$ cat src/rtl/rom_stream_reader.sv
// Walks a range of ROM addresses and turns the synchronous-read ROM output into a
// valid/ready stream, using a credit-checked FIFO to absorb the one-cycle read latency.
module rom_stream_reader #(
   parameter int AW        = 4,
   parameter int DW        = 8,
   parameter int BUF_DEPTH = 4
) (
   input  logic          clk,
   input  logic          rst,
   input  logic          start,
   input  logic [AW-1:0] start_addr,
   input  logic [AW:0]   len,
   output logic          busy,
   output logic          done,
   output logic [AW-1:0] rom_addr,
   input  logic [DW-1:0] rom_data,
   output logic [DW-1:0] m_data,
   output logic          m_valid,
   input  logic          m_ready,
   output logic          m_last
);

   localparam int PW = (BUF_DEPTH > 1) ? $clog2(BUF_DEPTH) : 1;
   localparam int CW = $clog2(BUF_DEPTH + 1);

   typedef enum logic [1:0] {IDLE, RUN, DONE} state_t;

   state_t state, state_next;

   logic [AW:0]   len_q;
   logic [AW:0]   issued_q;
   logic          issue_q;
   logic          issue_last_q;
   logic          ret_valid_q;
   logic          ret_last_q;
   logic [DW-1:0] buf_data [BUF_DEPTH];
   logic          buf_last [BUF_DEPTH];
   logic [PW-1:0] wr_ptr;
   logic [PW-1:0] rd_ptr;
   logic [CW-1:0] buf_count;
   logic [CW:0]   occupancy;

   logic accept_run;
   logic issue_next;
   logic pop;
   logic push;

   function automatic logic [PW-1:0] ptr_inc(input logic [PW-1:0] p);
      return (p == PW'(BUF_DEPTH - 1)) ? '0 : p + PW'(1);
   endfunction

   assign pop     = m_valid & m_ready;
   assign push    = ret_valid_q;
   assign m_valid = (buf_count != '0);
   assign m_data  = buf_data[rd_ptr];
   assign m_last  = buf_last[rd_ptr];
   assign busy    = (state != IDLE);
   assign done    = (state == DONE);

   // Words already buffered plus those still in the ROM pipe, after this cycle's pop
   assign occupancy = {1'b0, buf_count} + (CW+1)'(issue_q) + (CW+1)'(ret_valid_q)
                      - (CW+1)'(pop);

   always_ff @(posedge clk or posedge rst) begin
      if (rst) begin
         state <= IDLE;
      end else begin
         state <= state_next;
      end
   end

   always_comb begin
      state_next = state;
      accept_run = 1'b0;
      issue_next = 1'b0;
      case (state)
         IDLE: begin
            if (start) begin
               accept_run = (len != '0);
               state_next = (len != '0) ? RUN : DONE;
            end
         end
         RUN: begin
            issue_next = (issued_q < len_q) && (occupancy < (CW+1)'(BUF_DEPTH));
            if (pop && m_last) begin
               state_next = DONE;
            end
         end
         DONE:    state_next = IDLE;
         default: state_next = IDLE;
      endcase
   end

   // Address issue: the tag for the final word rides along with the read
   always_ff @(posedge clk or posedge rst) begin
      if (rst) begin
         rom_addr     <= '0;
         issue_q      <= 1'b0;
         issue_last_q <= 1'b0;
         issued_q     <= '0;
         len_q        <= '0;
      end else if (accept_run) begin
         rom_addr     <= start_addr;
         issue_q      <= 1'b1;
         issue_last_q <= (len == (AW+1)'(1));
         issued_q     <= (AW+1)'(1);
         len_q        <= len;
      end else if (issue_next) begin
         rom_addr     <= rom_addr + AW'(1);
         issue_q      <= 1'b1;
         issue_last_q <= ((issued_q + (AW+1)'(1)) == len_q);
         issued_q     <= issued_q + (AW+1)'(1);
      end else begin
         issue_q      <= 1'b0;
         issue_last_q <= 1'b0;
      end
   end

   always_ff @(posedge clk or posedge rst) begin
      if (rst) begin
         ret_valid_q <= 1'b0;
         ret_last_q  <= 1'b0;
      end else begin
         ret_valid_q <= issue_q;
         ret_last_q  <= issue_last_q;
      end
   end

   // Output FIFO; the credit check in the issue path keeps it from overflowing
   always_ff @(posedge clk or posedge rst) begin
      if (rst) begin
         for (int i = 0; i < BUF_DEPTH; i++) begin
            buf_data[i] <= '0;
            buf_last[i] <= 1'b0;
         end
         wr_ptr    <= '0;
         rd_ptr    <= '0;
         buf_count <= '0;
      end else begin
         if (push) begin
            buf_data[wr_ptr] <= rom_data;
            buf_last[wr_ptr] <= ret_last_q;
            wr_ptr           <= ptr_inc(wr_ptr);
         end
         if (pop) begin
            rd_ptr <= ptr_inc(rd_ptr);
         end
         buf_count <= buf_count + CW'(push) - CW'(pop);
      end
   end

endmodule

$ cat config.mk
export PLATFORM = sky130hd
export DESIGN_NAME = rom_stream_reader
export DESIGN_NICKNAME = d
export VERILOG_FILES = /design/src/rtl/rom_stream_reader.sv
export SDC_FILE = /design/constraint.sdc
export NUM_CORES = 1
export LEC_CHECK = 0
export CAP_MARGIN = 10
export CORE_MARGIN = 5
export CORE_UTILIZATION = 60
export CTS_CLUSTER_DIAMETER = 80
export DETAILED_ROUTE_END_ITERATION = 16
export PLACE_DENSITY = 0.85
export SYNTH_ARGS = -nofsm -noshare
export SYNTH_HDL_FRONTEND = slang
export SYNTH_SLANG_ARGS = --single-unit
$ cat constraint.sdc
create_clock -name clk -period 4.85 [get_ports clk]
set_clock_uncertainty 0.2 [all_clocks]
set_input_delay 0.485 -clock clk [delete_from_list [all_inputs] [get_ports clk]]
set_output_delay 0.485 -clock clk [all_outputs]
set_load 0.03 [all_outputs]
==> ci_impl_report.md <==
## Synthesis and layout report

| Metric | Value |
|---|---|
| Status | completed |
| Logic share of the area | between 30% and 40% |
| Area Overhead vs Synth | 20.04% |
| VDD IR max | roughly 0.47 mV |
| Data buffer area share | 9.719% |
| Synth async-reset ratio | 100.0% |
| Routed Wire Length | 6.466 mm |
| Initial antenna violation count | 0 |
| Crit-path most repeated cell | inv_1 |
| Setup TNS | 0 ns |
| CP Capture Point | issued_q[3] |
| Post-Place Cells | 351 |
| GRT overflow | 0 |
| Slowest cell on crit path | or4_1 |
| Synth warn | 0 |
| Top-area cell share | ~50% |
| Pwr per Cell Area | 781.0 mW/mm^2 |
| Die width | between 80 and 90 um |
| # IOs | 37 |
| Buf/Inv on CP | 3 |
| Register clock-pin slew on the reported worst setup and hold paths | 0.07 ns |
| Final setup fails | 0 |
| Sw Ratio | 39.85% |
| Tap cells | ~70 |
| Startpoint of the worst hold path | issue_last_q |
| Seq share, synth | between 50% and 60% |
| IO Port Bufs | 36 |
| Sequential fraction of total cell area | 41.65% |
| Multi-In Gates | around 160 |
| Final instance area | about 0.0038 sq mm |
| Most frequent cell after synthesis | dfrtp_1 |
| Worst-margin pin slew | roughly 0.86 ns |
| F_max | around 0.30 GHz |
| # Post-CTS Setup Buffers | 0 |
| R2R Path Start | buf_count[2] |
| Setup WS post-layout | 1.519 ns |
| CTS tree | built |
| Vias per inst | just under 6 |
| Detailed placement HPWL | 4.619 mm |
| DR WL/cell | between 15 and 20 um |
| Startpoint class of the critical path | register |
| # Cells Yosys | about 250 |
| Worst Path Arrival | about 3.4 ns |
| Via Count | roughly 2,100 |
| Synth top cells by count | dfrtp_1 (63), mux2_2 (37), inv_1 (21) |
| Crit path capture type | register |
| Tool warning count | 29 |
| Root buf cell | clkbuf_8 |
| Worst slack at placement | 1.283 ns |
| Critical path fanouts, max | 12 |
| Logic pwr share | ~50% |
| Crit-path max cell delay | ~0.58 ns |
| Area leader, netlist | dfrtp_1 |
| HP Class | register to register |
| Net Switching | ~0.0012 W |
| Top cells, area | dfrtp_1 (50%), mux2_2 (13%), ha_1 (7.1%) |
| Top class by area | flip-flops and latches |
| Multi-input gate area | 0.001463 sq mm |
| Final hold vios | 0 |
| Non-Filler Instances | roughly 370 |
| Pre-Repair DR Iteration Count | 4 |
| Number of library cell types mapped by synthesis | roughly 42 |
| Fraction of the cycle the final worst path needs | between 60% and 70% |
| Worst path cell trace | inv_1 > nand3_1 > nand2_1 > inv_1 > ha_1 > inv_1 > ha_1 > a211o_1 > a21oi_2 > o2111ai_2 > or4_1 > a21oi_1 |
| Chip area line of the yosys report | 0.003153 sq mm |
| Flops | about 63 |
| Hold depth | 0 |
| Residual DRC | 0 |
| Syn nets | ~290 |
| Internal power | between 0.0015 and 0.002 W |
| Mapped Cells | 251 |
| CTS Buf Count | 9 |
| Die Area | 0.006805 sq mm |
==> cells in the final DEF, fill, tap and decap left out, types with 2 or more instances in the layout <==
cell type and n:
nor2b_1 2, inv_1 20, xnor2_1 9, nor3_1 2
clkbuf_8 10, o21ai_0 3, clkinv_2 2, xor2_1 2
a21oi_1 6, a21o_1 2, or3_1 2, or4_1 4
and3_1 3, clkdlybuf4s50_1 36, mux4_2 9, ha_1 18
a31oi_1 3, mux2_2 37, nor2_1 7, dfrtp_1 63
o21ai_1 8, nand3_1 5, nand2_1 18, o31ai_1 3
bufinv_16 2
==> power groups by stage <==
stage | combinational, W | sequential [W] | clock, W
global placement | 0.00140 | 0.000963 | 0
CTS | 0.00149 | 0.000978 | 0.000500
detailed placement | 0.00147 | 0.000984 | 0
floorplan | 0.00114 | 0.000919 | 0
finish | 0.00148 | 0.000976 | 0.000497
global route | 0.00161 | 0.00101 | 0.000530
==> state kept, by name, indices dropped and copies added, names as in the netlist, 2 cells and up <==
register / cells
buf_data: 32
state: 2
wr_ptr: 2
rd_ptr: 2
issued_q: 5
rom_addr: 4
buf_last: 4
buf_count: 3
len_q: 5
==> kinds of logic (layout without fill, tap and decap cells) <==
kind of cell             after synthesis  in the layout  synth area share (%)
adder cells (fa/ha/maj)               19             19                 7.778
AND/OR/NAND/NOR                       47             47                 7.302
flip-flops                            63             63                 50.00
buffers and inverters                 28             73                 3.611
XOR/XNOR                              11             11                 3.056
AND-OR/OR-AND                         36             36                 8.294
multiplexers                          47             47                 19.96
==> routing by layer <==
metal	GRT usage, %	wire, um
met1	25.87	2653
met4	8.497	140
met2	37.42	3408
met5	0	0
met3	6.508	263
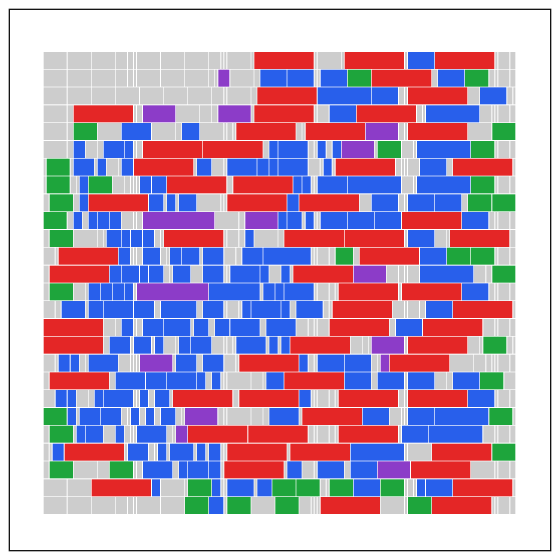
placement_by_type.png
Fill, decap, tap and diode cells in grey.
legend:
  blue:
    class: combinational and other logic
    cells: 181
    share_of_their_area: 42%
  red:
    class: flops
    cells: 63
    share_of_their_area: 43%
  green:
    class: other buffers and delay cells
    cells: 37
    share_of_their_area: 9.9%
  purple:
    class: clock drivers and dummy loads
    cells: 15
    share_of_their_area: 5.7%

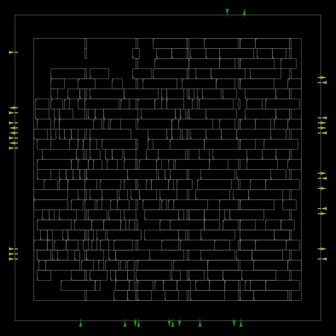
placement.png
# rows: 26
Layout Utilization: 74.11%
Fillers: 354

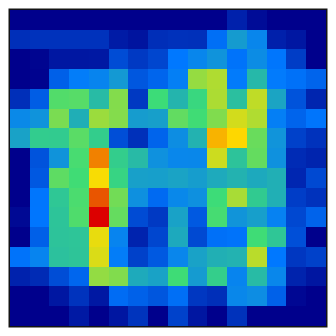
metal_density.png
The die is cut into 16 by 16 equal tiles; dark blue is low, red is high, scaled to the fullest tile. Values are wire area over tile area, all layers added.
densest ninth of the die: west
emptiest ninth of the die: north-west
tiles over half the peak: 16%

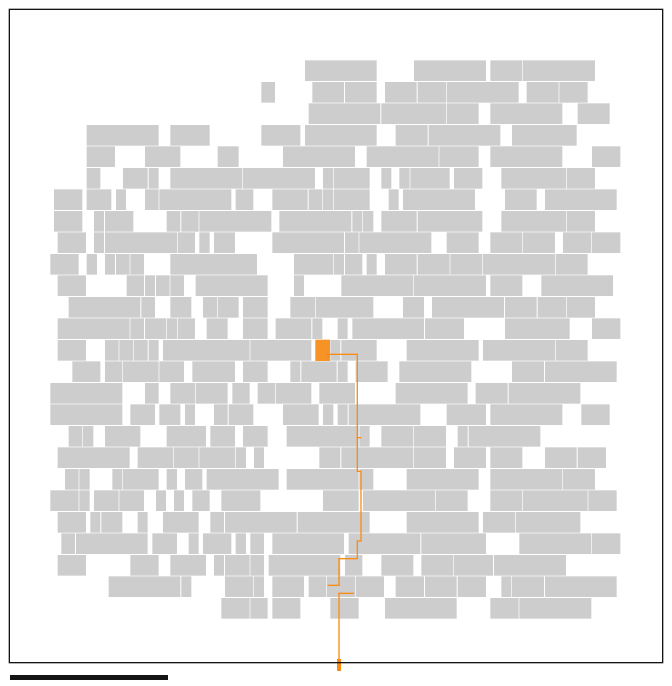
io_fan.png
Bar = 20 um.
legend:
  orange:
    port: `m_valid`
    direction: output
    edge: south
    end_cells: 1
    buffers: 1
    wire: 48.5 um

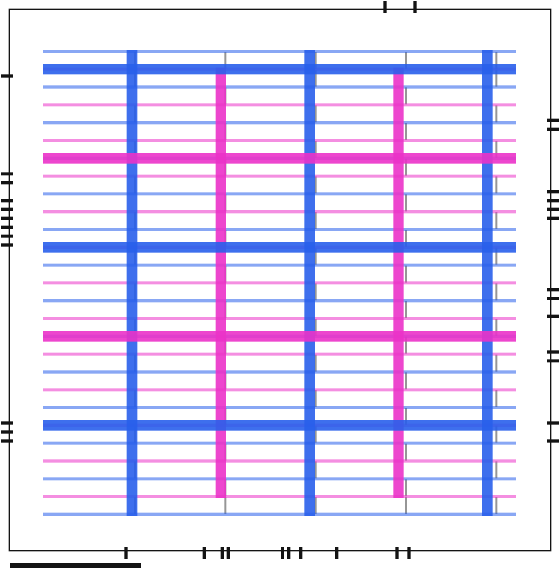
power_grid.png
Bar = 20 um. Pins as bars on the die edge. Tap cells in grey.
legend:
  blue:
    net: VSS
  magenta:
    net: VDD
met4 straps: 5
signal pins: 37
met5 straps: 5
tap cells: 70
met1 rails: 27

Power and IR drop assume default switching activity.
